Fig. 1: run 1, wire density map
The die is cut into 16 by 25 equal tiles; black is low, pale yellow is high, scaled to the fullest tile. Values are wire area over tile area, all layers added.
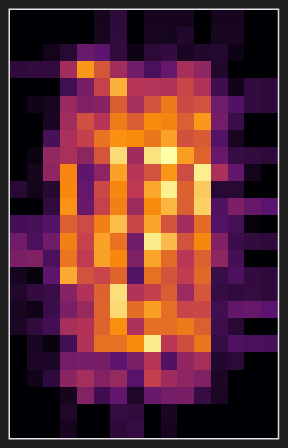
Fig. 2: run 1, the metal 1 layer
Supply wires on this layer in grey.
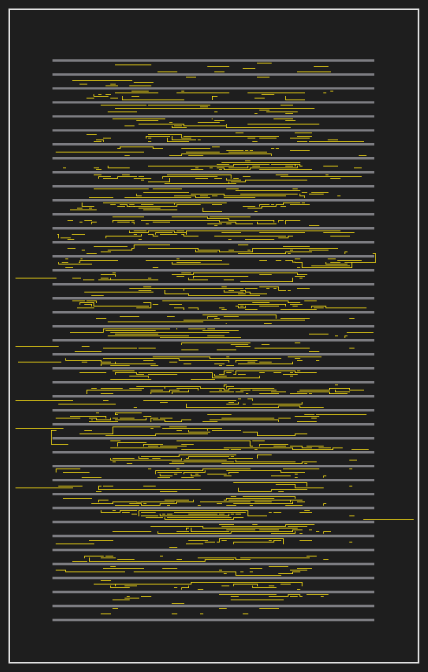
Fig. 3: run 1, cell classes on the final placement
Scale bar: 20 µm. Fill, decap, tap and diode cells in grey.
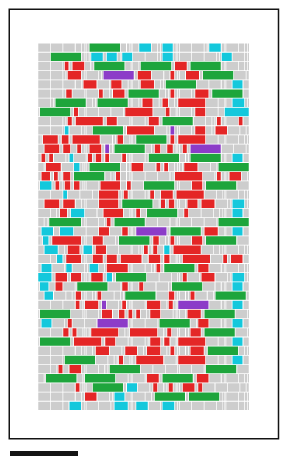
File: config.mk
export PLATFORM = sky130hd
export DESIGN_NAME = regfile_mp
export DESIGN_NICKNAME = d
export VERILOG_FILES = /design/src/rtl/regfile_mp.sv
export SDC_FILE = /design/constraint.sdc
export NUM_CORES = 1
export LEC_CHECK = 0
export CELL_PAD_IN_SITES_DETAIL_PLACEMENT = 1
export CELL_PAD_IN_SITES_GLOBAL_PLACEMENT = 1
export CORE_ASPECT_RATIO = 1.75
export CORE_MARGIN = 8
export CORE_UTILIZATION = 40
export CTS_BUF_LIST = sky130_fd_sc_hd__clkbuf_16
export CTS_CLUSTER_SIZE = 28
export DETAILED_ROUTE_END_ITERATION = 10
export GPL_TIMING_DRIVEN = 0
export PLACE_DENSITY_LB_ADDON = 0.1
export SLEW_MARGIN = 5
export SYNTH_ARGS = -nofsm -noshare
export SYNTH_HDL_FRONTEND = slang
export SYNTH_SLANG_ARGS = --single-unit
export TNS_END_PERCENT = 30
File: constraint.sdc
create_clock -name clk -period 1.7 [get_ports clk]
set_input_delay 0.34 -clock clk [delete_from_list [all_inputs] [get_ports clk]]
set_output_delay 0.34 -clock clk [all_outputs]
set_load 0.05 [all_outputs]
File: src/rtl/regfile_mp.sv
// Multi-port register file: one write port, two registered read ports with
// optional write/sweep bypass, optional hardwired-zero entry 0 and a soft-clear sweep.
module regfile_mp #(
  parameter int WIDTH    = 8,
  parameter int ADDR_W   = 2,
  parameter int ZERO_REG = 0,
  parameter int BYPASS   = 1
) (
  input  logic              clk,
  input  logic              reset,
  input  logic              wEn,
  input  logic [ADDR_W-1:0] waddr,
  input  logic [WIDTH-1:0]  din,
  input  logic [ADDR_W-1:0] raddr_a,
  output logic [WIDTH-1:0]  dout_a,
  input  logic [ADDR_W-1:0] raddr_b,
  output logic [WIDTH-1:0]  dout_b,
  input  logic              clr,
  output logic              busy,
  output logic              wr_err,
  output logic              dbg_state
);

  localparam int DEPTH = 2 ** ADDR_W;
  localparam logic [ADDR_W-1:0] LAST = ADDR_W'(DEPTH - 1);

  typedef enum logic {IDLE = 1'b0, SWEEP = 1'b1} state_t;

  state_t            r_state, w_state_nxt;
  logic [ADDR_W-1:0] r_ptr, w_ptr_nxt;
  logic [WIDTH-1:0]  r_mem [DEPTH];
  logic [WIDTH-1:0]  r_dout_a, r_dout_b, w_rd_a, w_rd_b;
  logic              r_wr_err;
  logic              w_sweep, w_wr_commit;

  assign w_sweep     = (r_state == SWEEP);
  // Writes are only accepted in IDLE; entry 0 is read-only when hardwired to zero.
  assign w_wr_commit = !w_sweep && wEn && !((ZERO_REG != 0) && (waddr == '0));

  always_comb begin
    w_state_nxt = r_state;
    w_ptr_nxt   = r_ptr;
    case (r_state)
      IDLE: begin
        if (clr) begin
          w_state_nxt = SWEEP;
          w_ptr_nxt   = '0;
        end
      end
      SWEEP: begin
        w_ptr_nxt = r_ptr + 1'b1;
        if (r_ptr == LAST) w_state_nxt = IDLE;
      end
      default: w_state_nxt = IDLE;
    endcase
  end

  always_comb begin
    w_rd_a = r_mem[raddr_a];
    if ((ZERO_REG != 0) && (raddr_a == '0))                     w_rd_a = '0;
    else if ((BYPASS != 0) && w_wr_commit && (waddr == raddr_a)) w_rd_a = din;
    else if ((BYPASS != 0) && w_sweep && (r_ptr == raddr_a))     w_rd_a = '0;
  end

  always_comb begin
    w_rd_b = r_mem[raddr_b];
    if ((ZERO_REG != 0) && (raddr_b == '0))                     w_rd_b = '0;
    else if ((BYPASS != 0) && w_wr_commit && (waddr == raddr_b)) w_rd_b = din;
    else if ((BYPASS != 0) && w_sweep && (r_ptr == raddr_b))     w_rd_b = '0;
  end

  always_ff @(posedge clk or posedge reset) begin
    if (reset) begin
      r_state  <= IDLE;
      r_ptr    <= '0;
      r_dout_a <= '0;
      r_dout_b <= '0;
      r_wr_err <= 1'b0;
    end else begin
      r_state  <= w_state_nxt;
      r_ptr    <= w_ptr_nxt;
      r_dout_a <= w_rd_a;
      r_dout_b <= w_rd_b;
      r_wr_err <= w_sweep && wEn;
    end
  end

  // A commit and a sweep never coincide: writes are refused while sweeping.
  always_ff @(posedge clk or posedge reset) begin
    if (reset) begin
      for (int i = 0; i < DEPTH; i++) r_mem[i] <= '0;
    end else begin
      if (w_wr_commit) r_mem[waddr] <= din;
      if (w_sweep)     r_mem[r_ptr] <= '0;
    end
  end

  assign dout_a    = r_dout_a;
  assign dout_b    = r_dout_b;
  assign busy      = w_sweep;
  assign wr_err    = r_wr_err;
  assign dbg_state = r_state;

endmodule

==> results.json <==
{
  "clk_latency_ns": 0.30,
  "cts_made_buffers": 5,
  "dp_slack_ns": -0.437,
  "drv_cap": 0,
  "ff_latch_area_um2": 1300,
  "nets": 293,
  "ys_seq_share_pct": 46.4,
  "root_buffer": "clkbuf_16",
  "setup_violations": 1,
  "drive_gt1_share_pct": 23.9,
  "slowest_delay_ns": 0.58,
  "criticalPathCategory": "register to register",
  "slew_viol_final": 0,
  "clk_pin_slew_ns": 0.07,
  "max_slew.worst_pin.slew_ns": 0.633,
  "fp_nets": 255,
  "violations": "negative setup slack",
  "synthXorXnorAreaFrac_pct": 2.50,
  "ys_area_um2": 2800,
  "clk_path_buf_depth": 2,
  "fin_ws_ns": -0.00985,
  "ctsHoldBuffers": 0,
  "relSlewSlack_pct": 57.6,
  "place_area_um2": 3230,
  "crit_chain": "buf_6, nand4b_1, nand2_1, a21oi_1",
  "dp_cells": 348,
  "fin_setup_tns_ns": -0.00985,
  "logic_area_um2": 1430,
  "timing.final.crit_share_pct": 101,
  "cp.arrival_ns": 1.86,
  "fmax_mhz": 585,
  "via_per_inst": 5.65,
  "rsz0062_at_grt": "yes",
  "hp-class": "primary input to asynchronous set/reset pin",
  "die_y_um": 127,
  "cp_max_fo": 10,
  "start_kind": "register",
  "drtAntennaViolNets": 0,
  "fill_cells": 718,
  "layout_top_cell": "dfrtp_1",
  "grtUsageTotal_pct": 17.8,
  "grt_antenna_before_repair": 0,
  "gp_congestion": 0.811,
  "ys_sh_aoi_pct": 8.30,
  "post_synth.cell_area_avg_um2": 12.0,
  "hpwl_um": 5370,
  "p_per_area_nw_per_um2": 1500,
  "io_pins": 37,
  "crit_slowest_cell": "nand4b_1",
  "grt_max_degree": 40,
  "mux_area_share_pct": 25.3,
  "ir_worst_vdd_mv": 0.614,
  "status": "finished with violations",
  "drtIter0Drc": 95,
  "portBuffers": 30,
  "fp.dieW_um": 79.3,
  "drcViolationCount": 0,
  "min_period_ns": 1.71,
  "diodes": 0,
  "fin_cells": 356,
  "firstDrtPassIters": 4,
  "synth_adder_area_share_pct": 1.78,
  "cp.required_ns": 1.85,
  "final_hold_viol_count": 0,
  "simple_gate_share_pct": 11.1,
  "ys.flops": 52,
  "finClkSkew_ns": 0.00615,
  "syn_area_um2": 2800,
  "final_layout_top_logic_cells": "dfrtp_1 (51), nand2_1 (33), dlygate4sd2_1 (18), mux2i_1 (17)",
  "overflow": 0,
  "cts.sinks": 52,
  "synth_cell_types": 29,
  "htreeDepth": 2,
  "yosys_warnings": 0,
  "post-cts-setup-buffer-count": 0,
  "dieArea_um2": 10100,
  "grt_pass1_vias": 2236,
  "synthesis.instances": 233,
  "ys_cells": 233,
  "leakagePower_uw": 0.00153,
  "cts_tree": "yes",
  "core-area_um2": 6810,
  "warnings": 32,
  "topCombFamilyByArea": "multiplexers",
  "grt_pass1_wl_um": 13200,
  "fp_util_pct": 41.2,
  "endpoint_kind": "register",
  "syn_to_final_growth_pct": 21.6
}
## Picture notes: Fig. 1
- tiles over half the peak: 27%
- densest ninth of the die: middle
- nearly empty tiles: 22%
- mean over tiles: 0.13
- fullest tile: 0.42
drt wl/cell: 23.4 µm
via count: 2012

## Picture notes: Fig. 2
- main direction: horizontal
- longest straight run: 38.6 µm
- share of all routed wire: 42%
- wire length on this layer: 3500 µm
- nets with wire on the layer: 257
Detailed Route WL: 8320 µm
met1 usage: 21.7%

## Picture notes: Fig. 3
- remaining logic cells: red (cells 164)
- clock drivers and dummy loads: purple (cells 8)
- remaining buffers and delay cells: cyan (cells 48)
- registers: green (cells 52)
Core Util, Final: 50.1%
Final Cell Area: 3410 µm²
Cell Rows: 40

-- run 1: worst paths after layout --
check	depth (start not counted)	startpoint	endpoint	slack [ns]
max reg2reg	4	busy	r_mem[5]	-0.01
min reg2reg	2	r_mem[2]	r_mem[2]	0.55
min in group clk	4	waddr[1]	r_mem[26]	0.50
min	2	reset	dout_a[3]	0.32
max in group asynchronous	3	reset	r_mem[9]	0.85
max	4	busy	r_mem[5]	-0.01
-- run 1: timing repair --
item	in CTS	in global routing
pin swaps	3	2
endpoints found under the hold margin	0	0
gates resized	21	13
endpoints found under the setup margin	43	37
-- run 1: sequential cells by signal, indices dropped and copies added, names as in the netlist --
signal and flops:
busy 1, dout_a 8, dout_b 8, r_mem 32, r_ptr 2, wr_err 1
-- run 1: per-layer routing --
| metal | vias up | wire [µm] | part of all wire, % | track usage (%) |
|---|---|---|---|---|
| li1 | 905 | - | - | - |
| met1 | 1060 | 3500 | 42 | 21.7 |
| met2 | 39 | 4370 | 53 | 29.8 |
| met3 | 8 | 291 | 3.5 | 3.82 |
| met4 | 0 | 148 | 1.8 | 6.26 |
| met5 | - | 0 | 0 | 0 |
-- run 1: where the power goes --
part	total, µW	internal [µW]	leakage [µW]	switching (µW)
Clock	988	532	0.0000738	457
Sequential	1890	1600	0.000704	284
Combinational	2240	802	0.000753	1440
-- run 1: final cells by class --
type                       count  area share, %
clock buffer                   5           3.67
sequential                    52           38.2
timing repair buffer          31           8.66
multi-input combinational    159           42.0
buffer                        17           3.52
clock inverter                 3          0.330
inverter                       5          0.550
tap                           84           3.08
-- run 1: per-stage QoR --
step | total power, µW | hold slack, ns
floorplan | 3360 | 0.426
global placement | 4110 | 0.522
detailed placement | 4190 | 0.531
CTS | 5090 | 0.335
global route | 5400 | 0.375
finish | 5120 | 0.324
-- run 1: worst max-delay path: cells and delay by family (launching register included) --
kind                   cells  cell delay [ns]
DFF                        1             0.47
buffers and inverters      1             0.16
and+or+nand+nor            2             0.82
AOI/OAI and AO/OA          1             0.10
-- run 1: cell usage after synthesis (all sizes together) --
library cell,instances,area share [%]
a21oi,16,2.9
and2,5,1.1
and4b,1,0.36
and4bb,1,0.45
buf,15,3.6
clkbuf,2,0.27
dfrtp,52,46
ha,4,1.8
inv,5,0.67
mux2,16,6.4
mux2i,17,6.1
mux4,16,13
nand2,33,4.4
nand3,3,0.54
nand4b,1,0.31
nor2,16,2.1
nor2b,1,0.22
nor4b,1,0.85
nor4bb,1,0.36
o21ai,1,0.18
o31a,16,5.0
o31ai,1,0.27
or4b,1,0.36
xnor2,4,1.2
xor2,4,1.2
-- run 1: cells by family (layout without fill, tap and decap cells) --
kind of cell               Yosys count  after routing
buffers and inverters               22             61
DFF                                 52             52
and+or+nand+nor                     64             64
muxes                               49             49
xor gates and xnor gates             8              8
adders and majority gates            4              4
AOI/OAI and AO/OA                   34             34
No activity file was given, so power comes from the tool's default toggle rates.
